$ cat config.mk
export PLATFORM = sky130hd
export DESIGN_NAME = dma_ctrl_flat
export DESIGN_NICKNAME = d
export VERILOG_FILES = /design/src/rtl/dma_ctrl_pkg.sv /design/src/rtl/dma_ctrl_if.sv /design/src/rtl/dma_regs.sv /design/src/rtl/dma_ctrl.sv /design/src/flat_wrapper.sv
export SDC_FILE = /design/constraint.sdc
export NUM_CORES = 1
export LEC_CHECK = 0
export CAP_MARGIN = 20
export CORE_MARGIN = 2
export CORE_UTILIZATION = 47
export DETAILED_ROUTE_END_ITERATION = 8
export GPL_TIMING_DRIVEN = 1
export PLACE_DENSITY_LB_ADDON = 0.05
export REMOVE_ABC_BUFFERS = 1
export SYNTH_ARGS = -nofsm -noshare
export SYNTH_HDL_FRONTEND = slang
export SYNTH_SLANG_ARGS = --single-unit
$ cat constraint.sdc
create_clock -name clk -period 3.4 [get_ports clk]
set_clock_uncertainty 0.15 [all_clocks]
set_input_delay 0.68 -clock clk [delete_from_list [all_inputs] [get_ports clk]]
set_output_delay 0.68 -clock clk [all_outputs]
set_load 0.02 [all_outputs]
$ cat src/rtl/dma_ctrl_pkg.sv
// dma_ctrl shared constants: bus polarity, widths,
// register map, control/status bits and FSM encoding.
package dma_ctrl_pkg;

  localparam int DMA_ADDR_W = 12;
  localparam int DMA_DATA_W = 32;
  localparam int DMA_CNT_W  = 12;

  localparam logic ENABLE_  = 1'b0;
  localparam logic DISABLE_ = 1'b1;
  localparam logic READ     = 1'b1;
  localparam logic WRITE    = 1'b0;

  localparam logic [1:0] DMA_CTRL = 2'd0;
  localparam logic [1:0] DMA_SRC  = 2'd1;
  localparam logic [1:0] DMA_DST  = 2'd2;
  localparam logic [1:0] DMA_CNT  = 2'd3;

  localparam int CTRL_START    = 0;
  localparam int CTRL_IRQ_EN   = 1;
  localparam int CTRL_ABORT    = 2;
  localparam int CTRL_DONE_CLR = 3;

  localparam int ST_BUSY    = 0;
  localparam int ST_DONE    = 1;
  localparam int ST_ABORTED = 2;
  localparam int ST_IRQ_EN  = 3;

  localparam logic [2:0] S_IDLE  = 3'd0;
  localparam logic [2:0] S_ARB_R = 3'd1;
  localparam logic [2:0] S_RD_AS = 3'd2;
  localparam logic [2:0] S_RD_WT = 3'd3;
  localparam logic [2:0] S_WR_AS = 3'd4;
  localparam logic [2:0] S_WR_WT = 3'd5;
  localparam logic [2:0] S_GAP   = 3'd6;

endpackage

$ cat src/rtl/dma_ctrl_if.sv
// dma_ctrl bus bundle: slave register window
// plus the bus master 2 port and the irq line.
interface dma_ctrl_if #(
  parameter int ADDR_W = dma_ctrl_pkg::DMA_ADDR_W,
  parameter int DATA_W = dma_ctrl_pkg::DMA_DATA_W
);
  logic              s_cs_;
  logic              s_as_;
  logic              s_rw;
  logic [1:0]        s_addr;
  logic [DATA_W-1:0] s_wr_data;
  logic [DATA_W-1:0] s_rd_data;
  logic              s_rdy_;
  logic              m_req_;
  logic              m_grnt_;
  logic [ADDR_W-1:0] m_addr;
  logic              m_as_;
  logic              m_rw;
  logic [DATA_W-1:0] m_wr_data;
  logic [DATA_W-1:0] m_rd_data;
  logic              m_rdy_;
  logic              irq;

  modport master (
    input  s_cs_, s_as_, s_rw, s_addr, s_wr_data,
    input  m_grnt_, m_rd_data, m_rdy_,
    output s_rd_data, s_rdy_,
    output m_req_, m_addr, m_as_, m_rw, m_wr_data,
    output irq
  );

  modport slave (
    output s_cs_, s_as_, s_rw, s_addr, s_wr_data,
    output m_grnt_, m_rd_data, m_rdy_,
    input  s_rd_data, s_rdy_,
    input  m_req_, m_addr, m_as_, m_rw, m_wr_data,
    input  irq
  );
endinterface

$ cat src/rtl/dma_regs.sv
// dma_ctrl register file: slave decode, SRC/DST/CNT,
// status bits, pending abort and s_rdy_ generation.
module dma_regs import dma_ctrl_pkg::*; #(
  parameter int ADDR_W = DMA_ADDR_W,
  parameter int DATA_W = DMA_DATA_W,
  parameter int CNT_W  = DMA_CNT_W
) (
  input  logic              clk,
  input  logic              reset,
  dma_ctrl_if.master        bus,
  input  logic              busy,
  input  logic              step,
  output logic [ADDR_W-1:0] src,
  output logic [ADDR_W-1:0] dst,
  output logic [CNT_W-1:0]  cnt,
  output logic              go,
  output logic              fin
);

  logic acc, wr, ctrl_wr, start_ok, last, pend;
  logic done, aborted, irq_en, abort_q;
  logic [DATA_W-1:0] status, rd_mux;
  logic unused_wd;

  assign acc = (bus.s_cs_ == ENABLE_)
            && (bus.s_as_ == ENABLE_);
  assign wr = acc && (bus.s_rw == WRITE);
  assign ctrl_wr = wr && (bus.s_addr == DMA_CTRL);
  assign start_ok = ctrl_wr && !busy
                 && bus.s_wr_data[CTRL_START];
  assign go = start_ok && (cnt != '0);
  assign last = (cnt == CNT_W'(1));
  assign pend = abort_q
             || (ctrl_wr && bus.s_wr_data[CTRL_ABORT]);
  assign fin = step && (last || pend);
  assign bus.irq = done & irq_en;
  assign unused_wd = ^bus.s_wr_data;

  always_comb begin
    status = '0;
    status[ST_BUSY] = busy;
    status[ST_DONE] = done;
    status[ST_ABORTED] = aborted;
    status[ST_IRQ_EN] = irq_en;
    rd_mux = status;
    case (bus.s_addr)
      DMA_SRC: rd_mux = DATA_W'(src);
      DMA_DST: rd_mux = DATA_W'(dst);
      DMA_CNT: rd_mux = DATA_W'(cnt);
      default: rd_mux = status;
    endcase
  end

  always_ff @(posedge clk or posedge reset) begin
    if (reset) begin
      bus.s_rdy_    <= DISABLE_;
      bus.s_rd_data <= '0;
      src     <= '0;
      dst     <= '0;
      cnt     <= '0;
      done    <= 1'b0;
      aborted <= 1'b0;
      irq_en  <= 1'b0;
      abort_q <= 1'b0;
    end else begin
      bus.s_rdy_ <= acc ? ENABLE_ : DISABLE_;
      bus.s_rd_data <= (acc && bus.s_rw == READ)
                     ? rd_mux : '0;
      if (ctrl_wr)
        irq_en <= bus.s_wr_data[CTRL_IRQ_EN];
      if (wr && !busy && bus.s_addr == DMA_SRC)
        src <= bus.s_wr_data[ADDR_W-1:0];
      else if (step)
        src <= src + ADDR_W'(1);
      if (wr && !busy && bus.s_addr == DMA_DST)
        dst <= bus.s_wr_data[ADDR_W-1:0];
      else if (step)
        dst <= dst + ADDR_W'(1);
      if (wr && !busy && bus.s_addr == DMA_CNT)
        cnt <= bus.s_wr_data[CNT_W-1:0];
      else if (step && cnt != '0)
        cnt <= cnt - CNT_W'(1);
      // completion beats a simultaneous done_clr
      if (start_ok)
        done <= (cnt == '0);
      else if (step && last)
        done <= 1'b1;
      else if (ctrl_wr && bus.s_wr_data[CTRL_DONE_CLR])
        done <= 1'b0;
      if (start_ok)
        aborted <= 1'b0;
      else if (fin && !last)
        aborted <= 1'b1;
      if (start_ok || fin)
        abort_q <= 1'b0;
      else if (ctrl_wr && busy && bus.s_wr_data[CTRL_ABORT])
        abort_q <= 1'b1;
    end
  end

endmodule

$ cat src/rtl/dma_ctrl.sv
// Single-channel word-copy DMA on bus master 2,
// read/write alternating FSM with register window on slave 5.
module dma_ctrl import dma_ctrl_pkg::*; #(
  parameter int ADDR_W = DMA_ADDR_W,
  parameter int DATA_W = DMA_DATA_W,
  parameter int CNT_W  = DMA_CNT_W
) (
  input  logic       clk,
  input  logic       reset,
  dma_ctrl_if.master bus
);

  logic [2:0] state, state_nx;
  logic [DATA_W-1:0] word_buf;
  logic [ADDR_W-1:0] src, dst;
  logic [CNT_W-1:0]  cnt;
  logic busy, step, go, fin, rdy, rd_as, wr_as;

  assign busy = (state != S_IDLE);
  assign rdy = (bus.m_rdy_ == ENABLE_);
  assign step = (state == S_WR_WT) && rdy;
  assign rd_as = (state == S_RD_AS);
  assign wr_as = (state == S_WR_AS);

  dma_regs #(
    .ADDR_W(ADDR_W),
    .DATA_W(DATA_W),
    .CNT_W (CNT_W)
  ) u_regs (
    .clk  (clk),
    .reset(reset),
    .bus  (bus),
    .busy (busy),
    .step (step),
    .src  (src),
    .dst  (dst),
    .cnt  (cnt),
    .go   (go),
    .fin  (fin)
  );

  always_comb begin
    state_nx = state;
    case (state)
      S_IDLE:  if (go) state_nx = S_ARB_R;
      S_ARB_R: if (bus.m_grnt_ == ENABLE_)
                 state_nx = S_RD_AS;
      S_RD_AS: state_nx = S_RD_WT;
      S_RD_WT: if (rdy) state_nx = S_WR_AS;
      S_WR_AS: state_nx = S_WR_WT;
      S_WR_WT: if (rdy)
                 state_nx = fin ? S_IDLE : S_GAP;
      S_GAP:   state_nx = S_ARB_R;
      default: state_nx = S_IDLE;
    endcase
  end

  always_ff @(posedge clk or posedge reset) begin
    if (reset) begin
      state    <= S_IDLE;
      word_buf <= '0;
    end else begin
      state <= state_nx;
      if (state == S_RD_WT && rdy)
        word_buf <= bus.m_rd_data;
    end
  end

  // GAP drops the request for a cycle so other masters can win
  assign bus.m_req_ = (state == S_IDLE || state == S_GAP)
                    ? DISABLE_ : ENABLE_;
  assign bus.m_as_ = (rd_as || wr_as) ? ENABLE_ : DISABLE_;
  assign bus.m_rw = wr_as ? WRITE : READ;
  assign bus.m_addr = rd_as ? src
                    : wr_as ? dst : '0;
  assign bus.m_wr_data = wr_as ? word_buf : '0;

endmodule

$ cat src/flat_wrapper.sv
// flat-port wrapper written by rule: the top's interface ports become plain ports
module dma_ctrl_flat import dma_ctrl_pkg::*;
#(
  parameter int ADDR_W = DMA_ADDR_W,
  parameter int DATA_W = DMA_DATA_W,
  parameter int CNT_W  = DMA_CNT_W
)
  (clk, reset, bus_s_cs_, bus_s_as_, bus_s_rw, bus_s_addr, bus_s_wr_data, bus_m_grnt_, bus_m_rd_data, bus_m_rdy_, bus_s_rd_data, bus_s_rdy_, bus_m_req_, bus_m_addr, bus_m_as_, bus_m_rw, bus_m_wr_data, bus_irq);
  dma_ctrl_if #(.ADDR_W(ADDR_W), .DATA_W(DATA_W)) bus_i ();
  input  logic clk;
  input  logic reset;
  input wire logic [$bits(bus_i.s_cs_)-1:0] bus_s_cs_;
  input wire logic [$bits(bus_i.s_as_)-1:0] bus_s_as_;
  input wire logic [$bits(bus_i.s_rw)-1:0] bus_s_rw;
  input wire logic [$bits(bus_i.s_addr)-1:0] bus_s_addr;
  input wire logic [$bits(bus_i.s_wr_data)-1:0] bus_s_wr_data;
  input wire logic [$bits(bus_i.m_grnt_)-1:0] bus_m_grnt_;
  input wire logic [$bits(bus_i.m_rd_data)-1:0] bus_m_rd_data;
  input wire logic [$bits(bus_i.m_rdy_)-1:0] bus_m_rdy_;
  output wire logic [$bits(bus_i.s_rd_data)-1:0] bus_s_rd_data;
  output wire logic [$bits(bus_i.s_rdy_)-1:0] bus_s_rdy_;
  output wire logic [$bits(bus_i.m_req_)-1:0] bus_m_req_;
  output wire logic [$bits(bus_i.m_addr)-1:0] bus_m_addr;
  output wire logic [$bits(bus_i.m_as_)-1:0] bus_m_as_;
  output wire logic [$bits(bus_i.m_rw)-1:0] bus_m_rw;
  output wire logic [$bits(bus_i.m_wr_data)-1:0] bus_m_wr_data;
  output wire logic [$bits(bus_i.irq)-1:0] bus_irq;
  assign bus_i.s_cs_ = bus_s_cs_;
  assign bus_i.s_as_ = bus_s_as_;
  assign bus_i.s_rw = bus_s_rw;
  assign bus_i.s_addr = bus_s_addr;
  assign bus_i.s_wr_data = bus_s_wr_data;
  assign bus_i.m_grnt_ = bus_m_grnt_;
  assign bus_i.m_rd_data = bus_m_rd_data;
  assign bus_i.m_rdy_ = bus_m_rdy_;
  assign bus_s_rd_data = bus_i.s_rd_data;
  assign bus_s_rdy_ = bus_i.s_rdy_;
  assign bus_m_req_ = bus_i.m_req_;
  assign bus_m_addr = bus_i.m_addr;
  assign bus_m_as_ = bus_i.m_as_;
  assign bus_m_rw = bus_i.m_rw;
  assign bus_m_wr_data = bus_i.m_wr_data;
  assign bus_irq = bus_i.irq;
  dma_ctrl #(.ADDR_W(ADDR_W), .DATA_W(DATA_W), .CNT_W(CNT_W)) u_core (.clk(clk), .reset(reset), .bus(bus_i));
endmodule
==> results.toml, run 1 <==
# physical design summary
[final_layout]
largest_reg_flops = 32
sh_comb_area_pct = 39.74
syn_to_final_growth_pct = 28.22
dominant-cell-class = "multi-input combinational cells"
post-route-cell-area_um2 = 6379
ff_latch_area_um2 = 2203
drive_above_1_share_pct = 14.24
final_cell_mix = "clkdlybuf4s50_1 (113), dfrtp_1 (87), nand2_1 (41), mux2_2 (41), and2_1 (38)"
mi_logic_area_um2 = 2535
nClkBuffers = 10
clock_cell_area_share_pct = 2.805
comb_cells = 363
bufAreaShareNonClock_pct = 19.69

[power_and_ir_drop]
seq_power_share_pct = 45.9
power-top-group = "registers"
p_int_uw = 2556
comb-power_uw = 1580
swShare_pct = 38.85
leakagePower_uw = 0.002607

[floorplanning]
die_w_um = 106.9
core_region_area_um2 = 10320
taps = 136

[synthesis]
yosys_area_um2 = 4975
synth-adder-area-share_pct = 1.258
top_cell_area_share_pct = 43.76
ys_types = 53
mux_share_pct = 11.90
top_area_cell = "dfrtp_1"
syn-cell-area_um2 = 4975
ys_cells = 495
synth-main-ff-cell = "dfrtp_1"

[final_timing]
finalCritPeriodShare_pct = 91.36
setup_ws_ps = 293.7
period_needed_ps = 3106
rsz0062_at_grt = "no"
timing.slew.headroom_pct = 51.35
timing.hold.ws_ps = 351.8
finalSetupViolations = 0
worst_slew_pin_slew_ps = 728.7
fmax_mhz = 321.9

[global_routing]
grt_usage_pct = 22.83
use_met1_pct = 30.54
grt_pass1_wl_um = 20390
grt_remaining_overflow = 0
antenna_found_initial = 0
grt_max_degree = 89

[run_status]
status = "complete, no violations"

[critical_path]
crit_required_ps = 2570
r2r_start = "u_core.u_regs.cnt[0]"
cp-end-kind = "output pin"
cp_slowest_cell = "clkdlybuf4s50_1"
cp-startpoint = "u_core.state[2]"
worst-r2r-setup-slack_ps = 860
critPathMaxFanout = 33

[clocking]
cts.path.max_buffers = 2
cts_tree = "yes"
post_cts_buffers = 0
cts_max_level = 3

[place]
place_inst = 724
globalplace.congestion = 0.8745
dpl_cell_area_um2 = 6200

[route]
drt_drc_violations_left = 0
wl_met3_um = 1137
ant_nets = 0
top_layer = "met4"
dr.pass1.iters = 5
dr_wl_met2_um = 5944
finalWirelength_um = 12980

[min_path]
worstHoldStart = "u_core.word_buf[11]"
holdPathStages = 1

[run]
warnings = 47
-- run 1: synthesized netlist by cell type, types with 4 or more instances --
cell	number
clkbuf_1	25
xor2_1	11
nand2b_1	5
o21ai_0	16
nor4_1	4
mux2_2	41
nor3_1	6
buf_4	21
inv_1	9
or4_1	7
and4_1	4
a31oi_1	8
or3_1	7
nor2_1	25
o311ai_0	10
mux4_2	4
dfrtp_1	87
o211ai_1	9
ha_1	5
a22oi_1	12
mux2i_1	4
a21oi_1	9
nand2_1	41
buf_2	6
and2_1	38
a22o_1	12
nand3_1	22
and3_1	7
nand4_1	9
-- run 1: worst max-delay path: cells and delay by family, from the launching register on --
family	cells	cell delay, ps
buffers and inverters	2	930
flip-flops	1	540
AND/OR/NAND/NOR	2	430
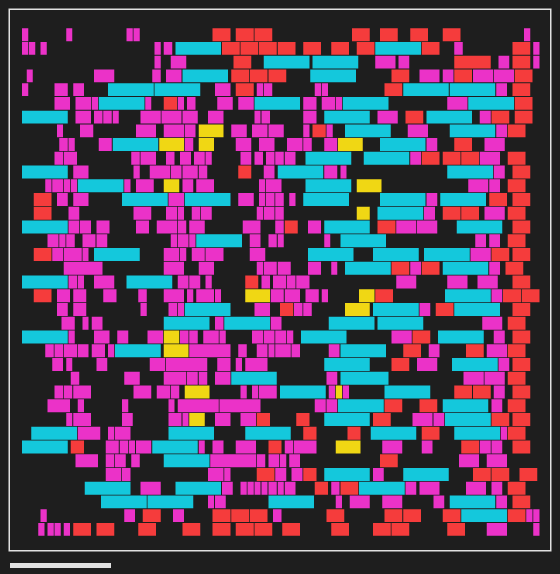
Figure 1: run 1, cell classes on the final placement.
Scale bar: 20 um.
Red marks remaining buffers and delay cells, cells 128, share of their area 20%. Cyan marks registers, cells 88, share of their area 35%. Yellow marks clock drivers and dummy loads, cells 16, share of their area 2.9%. Magenta marks remaining logic cells, cells 372, share of their area 41%.
final core utilization: 61.79%
flop share of the area: 34.54%

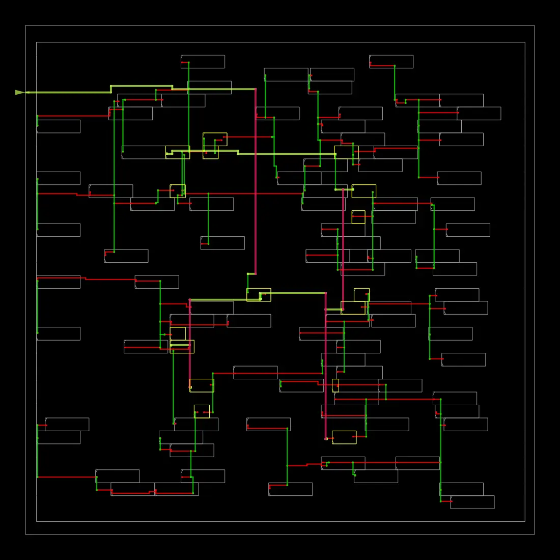
Figure 2: run 1, clock routing.
seq_cells: 88
Num Clock Sinks: 88

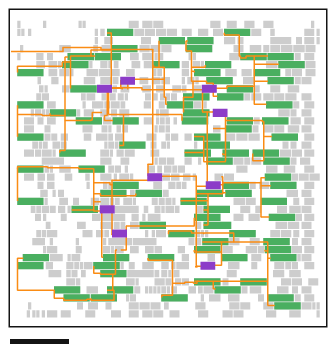
Figure 3: run 1, clock network drawn from the DEF.
Scale bar: 20 um.
Purple marks clock-net drivers, count 9. Green marks flip-flops, count 88. Orange marks clock wires, length 1180 um.
Position of the flops: all over the die.
Clk power: 686 uW
Clock Latency Late Sink: 370 ps
clock power share: 16.4%

==> run 2, diff against run 1 <==
Settings changed: CORE_UTILIZATION 47 to 49, CTS_BUF_LIST set to sky130_fd_sc_hd__clkbuf_4 sky130_fd_sc_hd__clkbuf_8.
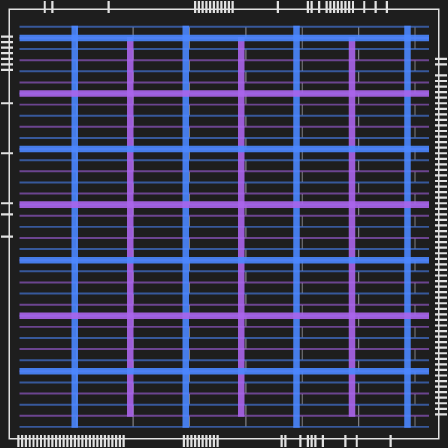
Figure 4: run 2, PDN straps and rails.
Pins as bars on the die edge. Tap cells in gray.
Purple marks VDD. Blue marks VSS.
154 signal pins sit on the boundary. The core has 36 rows. 37 met1 rails follow the rows. 7 straps on met4. 133 tap cells.
Die W: 104.8 um
CORE AREA: 9819 um^2
peak supply drop: 0.3243 mV
Die Y: 104.8 um

==> run 2 against run 1 <==
  * Die size shrank 3.9%
  * Worst setup slack lost 3.6 ps
  * Routed wire length grew 1.0%
  * Critical endpoint is now bus_m_addr[11]
  * First-iteration DRC count shrank 22%
  * Sequential power is essentially flat
  * Final cell count shrank 0.27%
  * Core utilization grew 3.2 points
  * Register-to-register slack lost 50 ps
  * Flip-flop count is the same
  * Largest cell class unchanged
  * Via count grew 0.52%
  * Largest power group unchanged
==> results.toml, run 2 <==
# physical design summary
[synthesis]
synth-adder-area-share_pct = 1.258
syn-cell-area_um2 = 4975
synthTopCellsByCount = "dfrtp_1 (87), mux2_2 (41), nand2_1 (41), and2_1 (38)"
synth-main-ff-cell = "dfrtp_1"
yosysMostFrequentCell = "dfrtp_1"
top_area_cell = "dfrtp_1"
ys_cells = 495

[final_layout]
comb_cells = 363
clock_cell_area_share_pct = 2.861
fin_util_pct = 65.04
dominant-cell-class = "multi-input combinational cells"
final_cell_mix = "clkdlybuf4s50_1 (113), dfrtp_1 (87), nand2_1 (41), mux2_2 (41), and2_1 (38)"
sh_comb_area_pct = 39.69
bufAreaShareNonClock_pct = 19.79
drive_above_1_share_pct = 14.55
sh_seq_area_pct = 34.50
mi_logic_area_um2 = 2535

[run]
warnings = 47

[final_timing]
rsz0062_at_grt = "no"
finalCritPeriodShare_pct = 91.47
timing.slew.headroom_pct = 44.61
timing.hold.ws_ps = 353.5
finalSetupViolations = 0
setup_ws_ps = 290.1

[route]
dr_wl_met2_um = 6174
ant_nets = 0
wl_met3_um = 908
dr.pass1.iters = 5
drt_drc_violations_left = 0
top_layer = "met4"

[power_and_ir_drop]
leakagePower_uw = 0.002617

[critical_path]
cp-end-kind = "output pin"
crit_required_ps = 2570
cp_slowest_cell = "clkdlybuf4s50_1"

[clocking]
cts.sinks = 88
post_cts_buffers = 0
clock.latency.late_pin_ps = 370
cts_max_level = 3

[global_routing]
grt_usage_pct = 24.09
antenna_found_initial = 0
grt_pass1_wl_um = 20890
use_met1_pct = 32.58

[run_status]
status = "complete, no violations"

[place]
dpl_cell_area_um2 = 6203
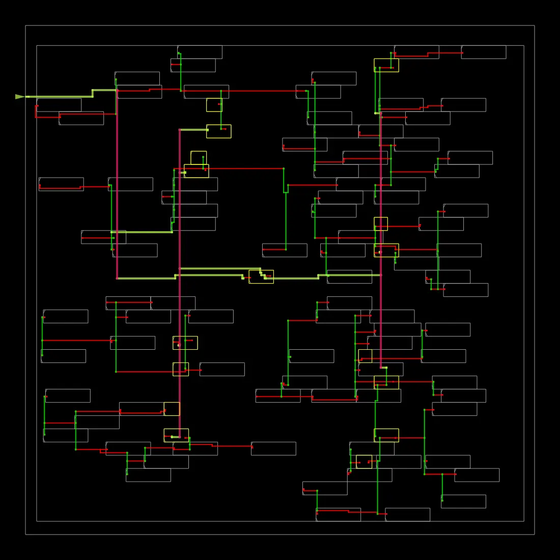
Figure 5: run 2, clock routing.
Clk power: 692 uW
CLK BUF: 10
CTS buffer count: 9

[run 2: power breakdown]
part	switching, uW	total, uW	internal [uW]
Combinational	743	1560	816
Sequential	475	1940	1460
Clock	408	692	284
[run 2: path summary, 6_finish.rpt]
| path | end | slack (ps) | startpoint | cells after the start |
|---|---|---|---|---|
| max in group asynchronous | u_core.u_regs.dst[3] | 1750 | reset | 3 |
| min in group asynchronous | u_core.word_buf[25] | 620 | reset | 2 |
| min reg2reg | u_core.word_buf[20] | 350 | u_core.word_buf[20] | 1 |
| min | u_core.word_buf[20] | 350 | u_core.word_buf[20] | 1 |
| max reg2reg | u_core.u_regs.cnt[10] | 810 | u_core.u_regs.cnt[0] | 6 |
| max | bus_m_addr[11] | 290 | u_core.state[1] | 5 |
==> run 3, diff against run 2 <==
Settings changed: CELL_PAD_IN_SITES_DETAIL_PLACEMENT set to 2, CELL_PAD_IN_SITES_GLOBAL_PLACEMENT set to 2, CORE_UTILIZATION 49 to 29, HOLD_SLACK_MARGIN set to 0.1.
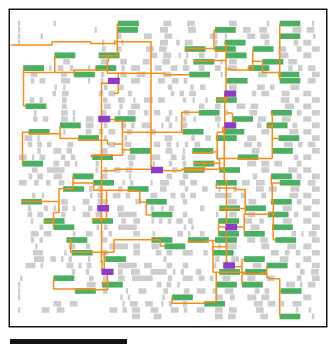
Figure 6: run 3, clock network drawn from the DEF.
Scale bar: 50 um.
Green marks flip-flops, count 88. Orange marks clock wires, length 1340 um. Purple marks clock-net drivers, count 9.
There are 10 routed clock nets.
Clk power: 703 uW

==> run 3 against run 2 <==
  * Flip-flop count unchanged
  * Maximum frequency shrank 0.60%
  * Final cell count rose by 12%
  * Combinational power increased by 6%
  * Sequential power is essentially flat
  * Area after synthesis unchanged
  * Non-clock buffer count up 4
  * Count of clock-buffer cells in the layout stayed put
  * Largest cell class unchanged
==> results.toml, run 3 <==
# physical design summary
[critical_path]
worst-r2r-setup-slack_ps = 930
r2r_start = "u_core.u_regs.cnt[4]"
ff2ff_path_depth = 4
rr_endpoint = "u_core.state[1]"
crit_path_end = "bus_m_wr_data[15]"
cp-startpoint = "u_core.state[2]"

[final_timing]
rsz0062_at_grt = "no"
timing.slew.headroom_pct = 50.43
timing.hold.ws_ps = 353.3
finalSetupViolations = 0
setup_ws_ps = 271.2

[global_routing]
grt_usage_pct = 18.38
antenna_found_initial = 0
use_met1_pct = 24.00

[floorplanning]
die_w_um = 135.0
die_h_um = 135.0

[power_and_ir_drop]
leakagePower_uw = 0.002640
max-vdd-ir-drop_mv = 0.2102

[run]
warnings = 47

[route]
wl_met3_um = 662
dr_wl_met2_um = 8046
dr.pass1.iters = 6
drt_drc_violations_left = 0
top_layer = "met4"

[synthesis]
yosysMostFrequentCell = "dfrtp_1"
top_area_cell = "dfrtp_1"
synth-main-ff-cell = "dfrtp_1"
synthTopCellsByCount = "dfrtp_1 (87), mux2_2 (41), nand2_1 (41), and2_1 (38)"
synth-adder-area-share_pct = 1.258
syn-cell-area_um2 = 4975

[run_status]
status = "complete, no violations"

[clocking]
numCtsBuffers = 9
clock.latency.late_pin_ps = 370
cts.sinks = 88
post_cts_buffers = 0
cts_max_level = 3

[min_path]
holdPathStages = 1
worstHoldStart = "u_core.word_buf[25]"
whs_endpoint = "u_core.word_buf[25]"

[final_layout]
final_cell_mix = "clkdlybuf4s50_1 (113), dfrtp_1 (87), nand2_1 (41), mux2_2 (41), and2_1 (38)"
drive_above_1_share_pct = 15.11

[place]
dpl_cell_area_um2 = 6355
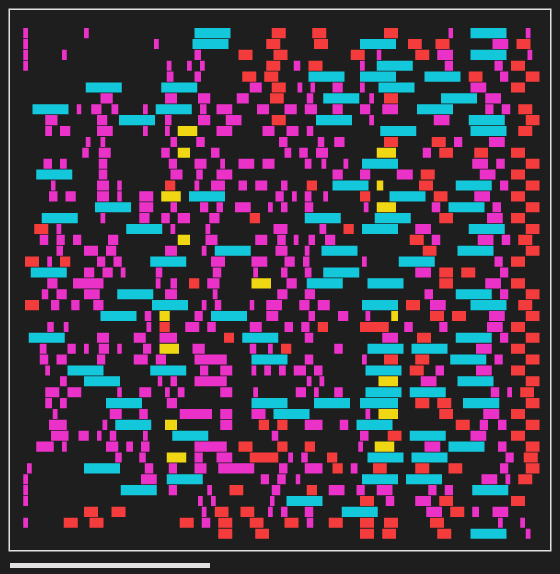
Figure 7: run 3, cell classes on the final placement.
Scale bar: 50 um.
Cyan marks registers, cells 88, share of their area 35%. Yellow marks clock drivers and dummy loads, cells 16, share of their area 2.9%. Magenta marks remaining logic cells, cells 372, share of their area 41%. Red marks remaining buffers and delay cells, cells 133, share of their area 21%.
CORE AREA: 16700 um^2
FP Rows: 47
flop share of the area: 33.71%
fin area: 6536 um^2
final core utilization: 39.14%

## run 3: cell type report
class                           instances  area (um^2)  area share (%)
Multi-Input combinational cell        363         2535           38.78
Sequential cell                        88         2203           33.71
Timing Repair Buffer                  133         1306           19.98
Tap cell                              220        275.3           4.211
Clock buffer                           10        137.6           2.106
Clock inverter                          6        43.79          0.6700
Inverter                                9        35.03          0.5360
## run 3: worst max-delay path, stage by stage, from the launching register on
cell and delay [ps]:
dfrtp_1 540, nor3b_2 280, buf_4 310, and2_1 170, clkdlybuf4s50_1 620
## run 3: power by group
part / switching [uW] / internal (uW) / total (uW)
Sequential: 486 / 1460 / 1950
Clock: 414 / 289 / 703
Combinational: 806 / 839 / 1650
Total: 1710 / 2590 / 4300
Power figures rest on the tool's default switching activity, not on a simulated workload.
